### src/rtl/spi_pkg.sv
// ============================================================================
// Module  : spi_pkg
// Purpose : Shared state encoding, reset constants and sizing helper for the
//           SPI receive path.
// Revision: 1.0 - initial release
// ============================================================================
`default_nettype none

package spi_pkg;

   localparam logic [1:0] c_st_idle  = 2'd0;
   localparam logic [1:0] c_st_shift = 2'd1;
   localparam logic [1:0] c_st_push  = 2'd2;

   localparam logic SPI_SYNC_RESET_CEB = 1'b1;

   typedef enum logic [1:0] {
      IDLE  = c_st_idle,
      SHIFT = c_st_shift,
      PUSH  = c_st_push
   } state_t;

   // Ceiling log2; clogb2(1) = 0.
   function automatic int clogb2(input int value);
      int result;
      result = 0;
      for (int i = 0; i < 31; i++) begin
         if ((1 << i) < value) begin
            result = i + 1;
         end
      end
      return result;
   endfunction

endpackage

`default_nettype wire

### src/rtl/spi_rx_fifo.sv
// ============================================================================
// Module  : spi_rx_fifo
// Purpose : Small register FIFO with a registered head word for the SPI
//           receiver; a pop when full makes room for a same-cycle push.
// Revision: 1.0 - initial release
// ============================================================================
`default_nettype none

module spi_rx_fifo
   import spi_pkg::*;
#(
   parameter int sword      = 32,
   parameter int fifo_depth = 4
) (
   input  logic             CLK,
   input  logic             RST,
   input  logic             push,
   input  logic [sword-1:0] push_data,
   input  logic             pop,
   output logic [sword-1:0] head_data,
   output logic             full,
   output logic             empty
);

   localparam int c_aw = clogb2(fifo_depth);

   logic [sword-1:0] r_mem [fifo_depth];
   logic [c_aw:0]    r_wr_ptr;
   logic [c_aw:0]    r_rd_ptr;
   logic [sword-1:0] r_head;
   logic [c_aw:0]    w_rd_next;
   logic [sword-1:0] w_head_next;
   logic             w_wr_en;
   logic             w_rd_en;

   assign empty = (r_wr_ptr == r_rd_ptr);
   assign full  = (r_wr_ptr[c_aw] != r_rd_ptr[c_aw]) &&
                  (r_wr_ptr[c_aw-1:0] == r_rd_ptr[c_aw-1:0]);

   assign w_rd_en   = pop && !empty;
   assign w_wr_en   = push && (!full || w_rd_en);
   assign w_rd_next = r_rd_ptr + {{c_aw{1'b0}}, w_rd_en};

   // The head register tracks whatever entry will sit at the read pointer
   // after this cycle; a word written into that slot right now is forwarded.
   always_comb begin
      w_head_next = r_head;
      if (w_wr_en && (w_rd_next == r_wr_ptr)) begin
         w_head_next = push_data;
      end else if (w_rd_next != r_wr_ptr) begin
         w_head_next = r_mem[w_rd_next[c_aw-1:0]];
      end
   end

   always_ff @(posedge CLK) begin
      if (RST) begin
         r_wr_ptr <= '0;
         r_rd_ptr <= '0;
         r_head   <= '0;
      end else begin
         if (w_wr_en) begin
            r_wr_ptr <= r_wr_ptr + {{c_aw{1'b0}}, 1'b1};
         end
         r_rd_ptr <= w_rd_next;
         r_head   <= w_head_next;
      end
   end

   always_ff @(posedge CLK) begin
      if (w_wr_en) begin
         r_mem[r_wr_ptr[c_aw-1:0]] <= push_data;
      end
   end

   assign head_data = r_head;

endmodule

`default_nettype wire

### src/rtl/spi_rx_deserializer.sv
// ============================================================================
// Module  : spi_rx_deserializer
// Purpose : Oversampling SPI receiver: synchronizes CEB/SCLK/DATA, assembles
//           MSB-first words and queues them on a valid/ready stream.
//           Optional macro SPI_RX_STATUS_EN adds ovf_count / ferr_count.
// Revision: 1.0 - initial release
// ============================================================================
`default_nettype none

module spi_rx_deserializer
   import spi_pkg::*;
#(
   parameter int sword       = 32,
   parameter int fifo_depth  = 4,
   parameter int sync_stages = 2
) (
   input  logic             CLK,
   input  logic             RST,
   input  logic             CEB,
   input  logic             SCLK,
   input  logic             DATA,
   output logic             out_valid,
   input  logic             out_ready,
   output logic [sword-1:0] out_data,
   output logic             busy,
   output logic             frame_err,
   output logic             overflow,
   input  logic             clr_status
`ifdef SPI_RX_STATUS_EN
   ,
   output logic [7:0]       ovf_count,
   output logic [7:0]       ferr_count
`endif
);

   localparam int                 c_cnt_w    = clogb2(sword + 1);
   localparam logic [c_cnt_w-1:0] c_last_bit = c_cnt_w'(sword - 1);
   localparam logic [c_cnt_w-1:0] c_cnt_one  = c_cnt_w'(1);

   logic [sync_stages-1:0] r_ceb_sync;
   logic [sync_stages-1:0] r_sclk_sync;
   logic [sync_stages-1:0] r_data_sync;
   logic                   r_sclk_prev;
   logic                   w_ceb_s;
   logic                   w_sclk_s;
   logic                   w_data_s;
   logic                   w_sclk_rise;

   state_t                 r_state;
   state_t                 w_state_next;
   logic [c_cnt_w-1:0]     r_bit_cnt;
   logic [c_cnt_w-1:0]     w_bit_cnt_next;
   logic [sword-1:0]       r_shreg;
   logic [sword-1:0]       w_shreg_next;
   logic                   r_armed;
   logic                   w_armed_next;
   logic                   w_abort;
   logic                   w_push;
   logic                   r_frame_err;
   logic                   r_overflow;

   logic                   w_pop;
   logic                   w_drop;
   logic                   w_fifo_full;
   logic                   w_fifo_empty;

   always_ff @(posedge CLK) begin
      if (RST) begin
         r_ceb_sync  <= {sync_stages{SPI_SYNC_RESET_CEB}};
         r_sclk_sync <= '0;
         r_data_sync <= '0;
         r_sclk_prev <= 1'b0;
      end else begin
         r_ceb_sync  <= {r_ceb_sync[sync_stages-2:0], CEB};
         r_sclk_sync <= {r_sclk_sync[sync_stages-2:0], SCLK};
         r_data_sync <= {r_data_sync[sync_stages-2:0], DATA};
         r_sclk_prev <= w_sclk_s;
      end
   end

   assign w_ceb_s     = r_ceb_sync[sync_stages-1];
   assign w_sclk_s    = r_sclk_sync[sync_stages-1];
   assign w_data_s    = r_data_sync[sync_stages-1];
   assign w_sclk_rise = w_sclk_s && !r_sclk_prev;

   // r_armed records that CEB has been high since the last completed word,
   // so a chip enable held low after PUSH cannot start a second frame.
   always_comb begin
      w_state_next   = r_state;
      w_bit_cnt_next = r_bit_cnt;
      w_shreg_next   = r_shreg;
      w_armed_next   = r_armed || w_ceb_s;
      w_abort        = 1'b0;
      w_push         = 1'b0;
      case (r_state)
         IDLE: begin
            if (!w_ceb_s && r_armed) begin
               w_state_next   = SHIFT;
               w_bit_cnt_next = '0;
               w_shreg_next   = '0;
            end
         end
         SHIFT: begin
            if (w_ceb_s) begin
               w_abort      = 1'b1;
               w_state_next = IDLE;
            end else if (w_sclk_rise) begin
               w_shreg_next   = {r_shreg[sword-2:0], w_data_s};
               w_bit_cnt_next = r_bit_cnt + c_cnt_one;
               if (r_bit_cnt == c_last_bit) begin
                  w_state_next = PUSH;
               end
            end
         end
         PUSH: begin
            w_push       = 1'b1;
            w_state_next = IDLE;
            w_armed_next = w_ceb_s;
         end
         default: begin
            w_state_next = IDLE;
         end
      endcase
   end

   assign w_pop  = out_valid && out_ready;
   assign w_drop = w_push && w_fifo_full && !w_pop;

   always_ff @(posedge CLK) begin
      if (RST) begin
         r_state     <= IDLE;
         r_bit_cnt   <= '0;
         r_shreg     <= '0;
         r_armed     <= 1'b1;
         r_frame_err <= 1'b0;
         r_overflow  <= 1'b0;
      end else begin
         r_state     <= w_state_next;
         r_bit_cnt   <= w_bit_cnt_next;
         r_shreg     <= w_shreg_next;
         r_armed     <= w_armed_next;
         r_frame_err <= w_abort;
         if (w_drop) begin
            r_overflow <= 1'b1;
         end else if (clr_status) begin
            r_overflow <= 1'b0;
         end
      end
   end

   spi_rx_fifo #(
      .sword      (sword),
      .fifo_depth (fifo_depth)
   ) u_fifo (
      .CLK       (CLK),
      .RST       (RST),
      .push      (w_push),
      .push_data (r_shreg),
      .pop       (w_pop),
      .head_data (out_data),
      .full      (w_fifo_full),
      .empty     (w_fifo_empty)
   );

   assign out_valid = !w_fifo_empty;
   assign busy      = (r_state != IDLE);
   assign frame_err = r_frame_err;
   assign overflow  = r_overflow;

`ifdef SPI_RX_STATUS_EN
   logic [7:0] r_ovf_count;
   logic [7:0] r_ferr_count;

   // A clear coinciding with an event leaves the event counted.
   always_ff @(posedge CLK) begin
      if (RST) begin
         r_ovf_count  <= 8'd0;
         r_ferr_count <= 8'd0;
      end else begin
         if (clr_status) begin
            r_ovf_count <= w_drop ? 8'd1 : 8'd0;
         end else if (w_drop && (r_ovf_count != 8'hFF)) begin
            r_ovf_count <= r_ovf_count + 8'd1;
         end
         if (clr_status) begin
            r_ferr_count <= r_frame_err ? 8'd1 : 8'd0;
         end else if (r_frame_err && (r_ferr_count != 8'hFF)) begin
            r_ferr_count <= r_ferr_count + 8'd1;
         end
      end
   end

   assign ovf_count  = r_ovf_count;
   assign ferr_count = r_ferr_count;
`endif

endmodule

`default_nettype wire

### config.mk
export PLATFORM = sky130hd
export DESIGN_NAME = spi_rx_deserializer
export DESIGN_NICKNAME = d
export VERILOG_FILES = /design/src/rtl/spi_pkg.sv /design/src/rtl/spi_rx_fifo.sv /design/src/rtl/spi_rx_deserializer.sv
export SDC_FILE = /design/constraint.sdc
export NUM_CORES = 1
export LEC_CHECK = 0
export ABC_AREA = 1
export ABC_CLOCK_PERIOD_IN_PS = 4800
export CAP_MARGIN = 30
export CORE_ASPECT_RATIO = 0.6
export CORE_MARGIN = 5
export CORE_UTILIZATION = 64
export CTS_CLUSTER_DIAMETER = 40
export CTS_CLUSTER_SIZE = 30
export DETAILED_ROUTE_END_ITERATION = 8
export GPL_ROUTABILITY_DRIVEN = 1
export PLACE_DENSITY = 0.84
export SETUP_SLACK_MARGIN = 0.15
export SYNTH_ARGS = -nofsm -noshare
export SYNTH_HDL_FRONTEND = slang
export SYNTH_SLANG_ARGS = --single-unit
### constraint.sdc
create_clock -name CLK -period 4.8 [get_ports CLK]
set_input_delay 0.72 -clock CLK [delete_from_list [all_inputs] [get_ports CLK]]
set_output_delay 0.72 -clock CLK [all_outputs]
set_load 0.01 [all_outputs]
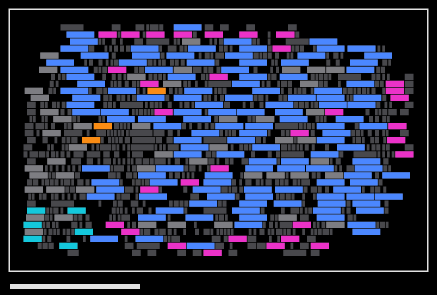
registers.png
The bar under the picture is 50 um long. Other sequential cells in the stronger gray, the rest of the logic in the fainter gray.
- `u_fifo.r_mem`: blue (placed flops 128)
- `u_fifo.head_data`: magenta (placed flops 32; where spread over the die)
- `u_fifo.r_rd_ptr`: orange (placed flops 3)
- `r_bit_cnt`: cyan (placed flops 6; where bottom left)

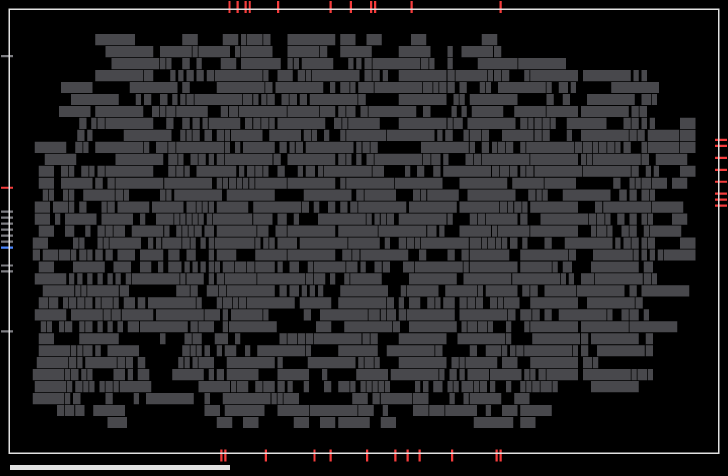
pins.png
The bar under the picture is 50 um long. Pins as bars across the die edge, other pins in gray.
- `out_data`: red (pins 32; direction output; edge 12 bottom, 11 top, 8 right, 1 left)
- `busy`: blue (pins 1; direction output; edge left)
- all pins by edge: 12 left, 12 bottom, 11 top, 8 right
Die H: 100.6 um
Die W: 161.0 um

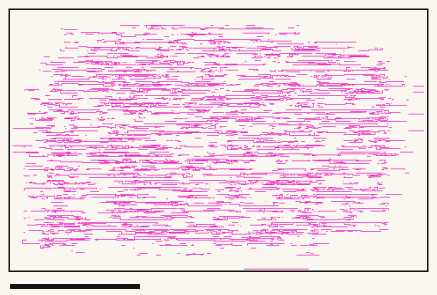
met1.png
The bar under the picture is 50 um long.
- longest straight run: 29.9 um
- main direction: horizontal
- wire length on this layer: 8110 um
- share of all routed wire: 41%

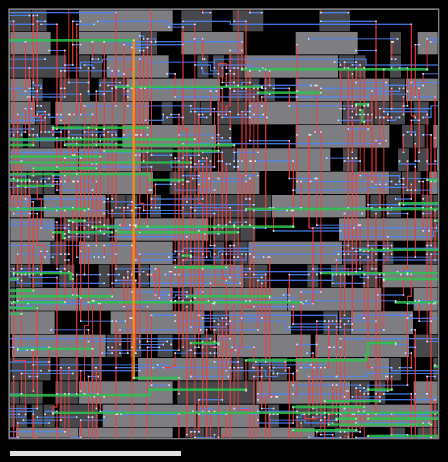
zoom.png
The bar under the picture is 20 um long. Region (55, 45) to (105, 95) um. Cells in gray, sequential cells in the stronger gray; small squares are vias.
- met1: blue
- met3: green
- met2: red
- met4: orange
- sequential cells in the window: 46
- cells with their middle in the window: 166
- most frequent: edfxtp_1 (32), nand3_1 (25), nor2_1 (21)
- netlist names of flops here include: `u_fifo.r_mem` (32), `u_fifo.head_data` (7), `r_shreg` (6)

==> results.json <==
{
  "pwr-share-seq_pct": 59.2,
  "crit_chain": "inv_2 > nand2_1 > nand2_2 > nor2_4 > nand2_1 > nand2_1 > inv_1 > ha_2 > ha_1 > inv_1 > buf_4 > o21ai_0 > o22ai_1 > nand2_1 > nand3_1 > nand2_1 > inv_1",
  "reg2reg_setup_slack_ns": 1.44,
  "yosysUniqueCellTypes": 30,
  "wl_per_cell_um": 18.30,
  "dp_worst_setup_slack_ns": 1.341,
  "switching_power_mw": 0.6777,
  "cp-start-kind": "register",
  "postLayoutSetupSlackWorst_ns": 1.438,
  "yosys.area.top_type": "edfxtp_1",
  "p_seq_mw": 1.97,
  "synthMuxAreaShare_pct": 0,
  "pg_comb_mw": 0.0615,
  "p_clk_share_pct": 38.9,
  "cp_top_family": "buffers and inverters",
  "cts-hold-fix-buffers": 0,
  "synthCells": 866,
  "crit_path_frequent_cell": "nand2_1",
  "synth_area_sq_um": 8753,
  "grt_pass1_vias": 6147,
  "wl_um": 19550,
  "simple_gate_share_pct": 18.48,
  "rr_startpoint": "u_fifo.r_wr_ptr[1]",
  "crit_start": "u_fifo.r_wr_ptr[1]",
  "antenna_found_initial": 0,
  "endpoint_kind": "register",
  "io_pins": 43,
  "grt_max_degree": 66,
  "tightestPinTransition_ns": 0.9736,
  "htreeDepth": 1,
  "common_cells": "edfxtp_1 (128), nand2_1 (121), nor2_1 (109)",
  "cts_tree": "done",
  "swShare_pct": 20.35,
  "syn_nets": 880,
  "syn2layout_area_growth_pct": 10.72,
  "worstSetupEndpoint": "u_fifo.head_data[1]",
  "place_congestion": 0.8114,
  "finalMaxSlewViolations": 0,
  "yosys_warnings": 0,
  "clockNetworkPower_mw": 1.30,
  "dp_hpwl_um": 10640,
  "combPwrFrac_pct": 1.8,
  "p_per_area_nw_per_um2": 343.7,
  "netlist.area_leader.share_pct": 43.91,
  "cp_slowest_stage_delay_ns": 0.70,
  "final_util_pct": 71.56,
  "power_mw": 3.331,
  "worst_r2r_path_depth": 17,
  "p_int_mw": 2.653,
  "status": "finished, final reports clean",
  "rsz0062_at_grt": "no",
  "maxCapViolations": 0,
  "worst-setup-path-type": "reg2reg",
  "instances_no_fill": 1068,
  "fin_skew_ns": 0.02978,
  "synth-xor-area-share_pct": 0.2001,
  "period_minus_slack_ns": 3.362,
  "dieArea_sq_um": 16190,
  "p_leak_nw": 3.597,
  "ys_sh_aoi_pct": 9.891,
  "fin_tns_setup_ns": 0,
  "cts_resized": 0,
  "grt_first_pass_wirelength_um": 31620,
  "path_max_fanout": 22,
  "path_depth": 17,
  "rows": 33,
  "warnings": 29,
  "dpl.cell_count": 1040,
  "crit_arrival_ns": 3.80,
  "max_freq_mhz": 297.4,
  "n_antenna_cell": 0,
  "fin_area_sq_um": 9692,
  "post-cts-setup-buffers": 0,
  "cts_buffers": 16,
  "ant_nets": 0,
  "async_flop_share_pct": 0,
  "min_from": "r_data_sync[0]",
  "period_used_pct": 70.04,
  "clk_pin_slew_worst_paths_ns": 0.09,
  "placed_cell_area_sq_um": 9196,
  "yosys-stat-area_sq_um": 8753,
  "ys_sh_adder_pct": 1.001,
  "finalHoldViolations": 0,
  "min_path_type": "reg2reg",
  "slowest_stage": "inv_1",
  "ff_type": "edfxtp_1",
  "hold_slack_ns": 0.4118,
  "fp_util_pct": 64.63,
  "regToRegEndpoint": "u_fifo.head_data[1]",
  "peakVddDrop_mv": 0.2537,
  "finalNetCount": 897,
  "setup_violations": 0,
  "ys_cells": 866,
  "cts_root_buffer": "clkbuf_16",
  "syn_avg_cell_area_sq_um": 10.11,
  "track_usage_pct": 24.38,
  "maxPowerGroup": "registers",
  "n_fill_cell": 937,
  "clkSinkCount": 216,
  "port_buffers": 42,
  "slew_headroom_pct": 35.02,
  "drive_gt1_share_pct": 8.175,
  "via_per_inst": 5.970,
  "area_leaders": "edfxtp_1 (44%), dfxtp_1 (20%), nand2_1 (5.2%)",
  "ys_ff": 216,
  "edf_count": 128,
  "drc_errors": 0,
  "synth.comb.largest_family": "simple AND/OR/NAND/NOR gates",
  "ys_seq_share_pct": 64.04,
  "top_cell": "edfxtp_1",
  "grt.overflow.total": 0,
  "clk_latency_ns": 0.49,
  "clk_path_buf_depth": 3,
  "cp_num_buf_inv": 5,
  "drtIter0Drc": 766,
  "core-area_sq_um": 13540,
  "vias": 6376,
  "dr.pass1.iters": 6,
  "cp.required_ns": 5.24
}
==> how the worst min path moves through the flow <==
stage | endpoint | slack, ns | cells past startpoint
floorplan | r_data_sync[1] | 0.39 | 2
global placement | r_data_sync[1] | 0.39 | 2
detailed placement | r_data_sync[1] | 0.41 | 2
CTS | r_data_sync[1] | 0.42 | 2
global route | r_data_sync[1] | 0.43 | 2
finish | r_data_sync[1] | 0.41 | 2
==> state kept, by name (all words and copies together) (netlist names), 3 cells and up <==
signal            count
u_fifo.r_wr_ptr       3
r_bit_cnt             6
r_shreg              32
u_fifo.r_mem        128
u_fifo.head_data     32
u_fifo.r_rd_ptr       3
==> cells in the final DEF (no fill, tap or decap), drive strengths merged <==
cell type and count:
edfxtp 128, nand2 126, nor2 113, nand3 99, dfxtp 88, inv 68
o21ai 66, a21oi 46, clkdlybuf4s50 41, o22ai 32, clkbuf 23, nor3 16
buf 15, a211oi 14, ha 7, nand4 3, or2 2, clkinvlp 2
nor3b 1, xnor2 1, xor2 1, clkinv 1
==> tightest hold or removal path, stage by stage (launching register included) <==
cell	delay [ns]
dfxtp_1	0.30
inv_1	0.04
nor2_1	0.03
==> cell type report <==
| cell class | instances | area (sq um) | share of cell area, % |
|---|---|---|---|
| clock buffers | 23 | 457.9 | 4.725 |
| well taps | 175 | 219.0 | 2.259 |
| inverters | 66 | 247.7 | 2.556 |
| clock inverters | 5 | 37.54 | 0.3873 |
| repair buffers | 56 | 520.5 | 5.371 |
| multi-input cells | 527 | 2604 | 26.87 |
| flip-flops and latches | 216 | 5605 | 57.84 |
==> routing by layer <==
metal | up-vias | global-route usage, % | part of all wire [%]
met2 | 350 | 39.60 | 46
met5 | - | 0 | 0
met1 | 2993 | 34.85 | 41
met4 | 0 | 5.242 | 1.8
met3 | 34 | 4.781 | 11
li1 | 2999 | - | -
Power is estimated from default activity; no workload was simulated.
